Design clock_set_controller_flat, sky130hd; sources not shown.
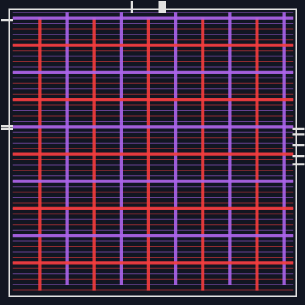
Fig. 1. Power grid.
Drawn at 2 px/µm. Pins as bars on the die edge.
purple -> VDD
red -> VSS
met1 rails = 52
rows = 51
signal pins = 13
met4 straps = 10
met5 straps = 10
Core Box Area: 19,460 µm²
die y size: 142.7 µm
Die W: 142.7 µm
Worst VDD drop: 0.7509 mV

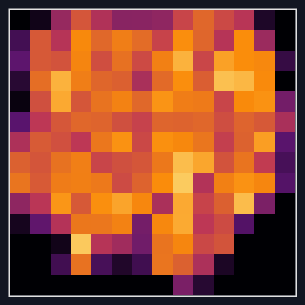
Fig. 2. Cell area per tile.
Drawn at 2 px/µm. The die is cut into 14 by 14 equal tiles; black is low, pale yellow is high, 0 to 100% covered.
mean over tiles = 48%
nearly empty tiles = 15%
emptiest ninth of the die = south-east
densest ninth of the die = centre
fullest tile = 89%
floorplan core density: 40.71%
fin util: 52.29%

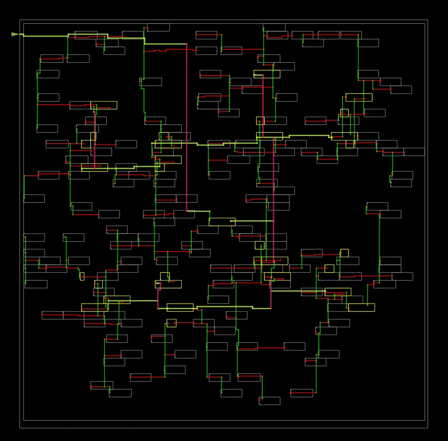
Fig. 3. The clock network.
CTS Buf Count: 17
Clock group: 3.48 mW
Clock Skews: 9.437 ps
FFs & Latches: 160
Layout clock buffers: 18

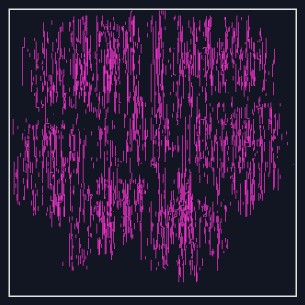
Fig. 4. Metal 2.
Drawn at 2 px/µm.
wire length on this layer = 8,200 µm
nets with wire on the layer = 1,005
main direction = vertical
share of all routed wire = 47%
vias after detailed routing: 7,217
DRT Wirelength: 17.63 mm
met2 usage: 28.82%

==> impl_metrics.env <==
# flow metrics
export IMPL_start_kind="flip-flop"
export IMPL_drc=0
export IMPL_max_stage_delay_ps=360
export IMPL_power_density_nw_per_um2=719.9
export IMPL_synthDistinctLibCells=35
export IMPL_wl_met1_mm=8.608
export IMPL_drv_cap=0
export IMPL_dp_cells=1467
export IMPL_required_ps=2020
export IMPL_wl_per_cell_um=11.61
export IMPL_synth_seq_share_pct=40.42
export IMPL_yosysWarnings=0
export IMPL_synthXorXnorAreaFrac_pct=7.848
export IMPL_compound_area_share_pct=4.579
export IMPL_syn_area_um2=7924
export IMPL_place_area_um2=8960
export IMPL_min_path_type="flip-flop to flip-flop"
export IMPL_place_ws_ps=-51.34
export IMPL_critPathMaxFanout=5
export IMPL_top_cell="nand2_1"
export IMPL_hold_viol_final=0
export IMPL_seq_cell_share_pct=31.85
export IMPL_fa_ha_area_share_pct=0.9474
export IMPL_drt_pass1_iter_count=5
export IMPL_use_met3_pct=3.991
export IMPL_grt_util_all_layers_pct=17.67
export IMPL_tightest_slew_ps=387.4
export IMPL_n_all_inverters=165
export IMPL_pin_count=13
export IMPL_routed_top_layer="met4"
export IMPL_largest_class="combinational gates"
export IMPL_design_area_um2=10180
export IMPL_worst_skew_pair_late_latency_ps=430
export IMPL_hpwl_mm=12.25
export IMPL_final_setup_worst_slack_ps=26.51
export IMPL_rows=51
export IMPL_diodes=0
export IMPL_grt_pass1_wl_mm=29.07
export IMPL_critPathBufInv=3
export IMPL_grt_use_met1_pct=23.37
export IMPL_fin_crit_ps=1673
export IMPL_simple_gate_share_pct=36.89
export IMPL_clk_share_pct=5.312
export IMPL_clock_fmax_mhz=597.6
export IMPL_postCtsHoldBufs=0
export IMPL_fp_nets=1135
export IMPL_nNetsFinal=1251
export IMPL_arrival_ps=2000
export IMPL_largest_register_ffs=29
export IMPL_cts_resized=23
export IMPL_logic_family="simple AND/OR/NAND/NOR gates"
export IMPL_hold_depth=1
export IMPL_wl_met3_um=622
export IMPL_top_cells_by_count="nand2_1 (219), nor2_1 (176), inv_1 (163), dfxtp_1 (160), nor3_1 (71)"
export IMPL_muxShareOfSynthArea_pct=0
export IMPL_comb_share_pct=42.99
export IMPL_port_buffer_count=12
export IMPL_critPathKind="flip-flop to flip-flop"
export IMPL_timing_final_crit_share_pct=98.44
export IMPL_place_congestion=0.8703
export IMPL_yosysChipArea_um2=7924
export IMPL_top_cell_area_share_pct=40.42
export IMPL_bufAreaShareNonClock_pct=10.51
export IMPL_ys_flops=160
export IMPL_cp_end_kind="flip-flop"
export IMPL_grt_ovfl_total=0
export IMPL_cp_top_family="simple AND/OR/NAND/NOR gates"
export IMPL_tns_ps=0
export IMPL_cts_setup_buffers=1
export IMPL_ant_nets=0
export IMPL_drt_iter0_drc=459
export IMPL_dr_wl_met2_mm=8.202
export IMPL_slowest_stage="dfxtp_2"
export IMPL_synthToLayoutAreaGrowth_pct=28.42
export IMPL_cts_sinks=160
export IMPL_finalMaxSlewViolations=0
export IMPL_comb_cells=783
export IMPL_flop_cell="dfxtp_1"
export IMPL_layout_top_cells="nand2_1 (203), inv_1 (155), nor2_1 (149), dfxtp_1 (132), buf_4 (84)"
export IMPL_drt_vias_per_instance=4.754
export IMPL_maxSlewHeadroom_pct=73.93
export IMPL_grt_setup_unrepaired="true"
export IMPL_clk_path_buf_depth=2
export IMPL_crit_chain="ha_4, nand2_2, inv_2, nand2_4, nor3_4, nand4_1, o211ai_1, buf_4, clkbuf_16, nor3_2"
export IMPL_n_all_buffers=113
export IMPL_layout_drive_gt1_share_pct=24.10
export IMPL_reg2reg_slack_ps=30
export IMPL_grt_pass1_vias=6557
export IMPL_layout_cells_most_common="nand2_1"
export IMPL_hold_ws_ps=420.0
export IMPL_cts_reportedPaths_clkPinSlew_ps=70
export IMPL_synthCells=1124
export IMPL_dieArea_um2=20380
export IMPL_top_cells_by_area="dfxtp_1 (40%), nand2_1 (10%), nor2_1 (8.3%), inv_1 (7.7%), xor2_1 (5.2%)"
export IMPL_num_fill_cells=1914
export IMPL_busiest_layer="met2"
export IMPL_setup_viol=0
export IMPL_yosysCellCount=1124
export IMPL_r2r_cells=10
export IMPL_cts_tree="done"
export IMPL_power_mw=7.326
export IMPL_root_buffer="clkbuf_16"
export IMPL_taps=265
export IMPL_synth_edff_count=0
export IMPL_outcome="finished, final reports clean"
export IMPL_fin_cells=1518
export IMPL_syn_area_per_cell_um2=7.050
export IMPL_mi_logic_area_um2=4374
export IMPL_synth_async_reset_ratio_pct=0
export IMPL_p_leak_nw=3.548
export IMPL_area_sequential_um2=3241
export IMPL_tool_warnings=27
export IMPL_antenna_found_initial=0
export IMPL_grt_max_degree=30
export IMPL_cts_htree_levels=4
export IMPL_crit_cells=10
export IMPL_yosysTopAreaCell="dfxtp_1"
==> kinds of logic (layout without fill, tap and decap cells) <==
| group | count (synthesis) | after routing |
|---|---|---|
| xor gates and xnor gates | 71 | 71 |
| adders and majority gates | 6 | 6 |
| and+or+nand+nor | 638 | 638 |
| AOI/OAI and AO/OA | 68 | 68 |
| buffers and inverters | 181 | 310 |
| DFF | 160 | 160 |
==> worst reg2reg max path, stage by stage, from the launching register on <==
cell	delay (ps)
dfxtp_2	360
ha_4	140
nand2_2	50
inv_2	70
nand2_4	60
nor3_4	170
nand4_1	160
o211ai_1	160
buf_4	190
clkbuf_16	150
nor3_2	40
==> where the power goes <==
part           internal [mW]  switching (mW)
Clock                   1.88            1.60
Combinational         0.0447          0.0397
Sequential              3.75         0.00470
Power is estimated from default activity; no workload was simulated.
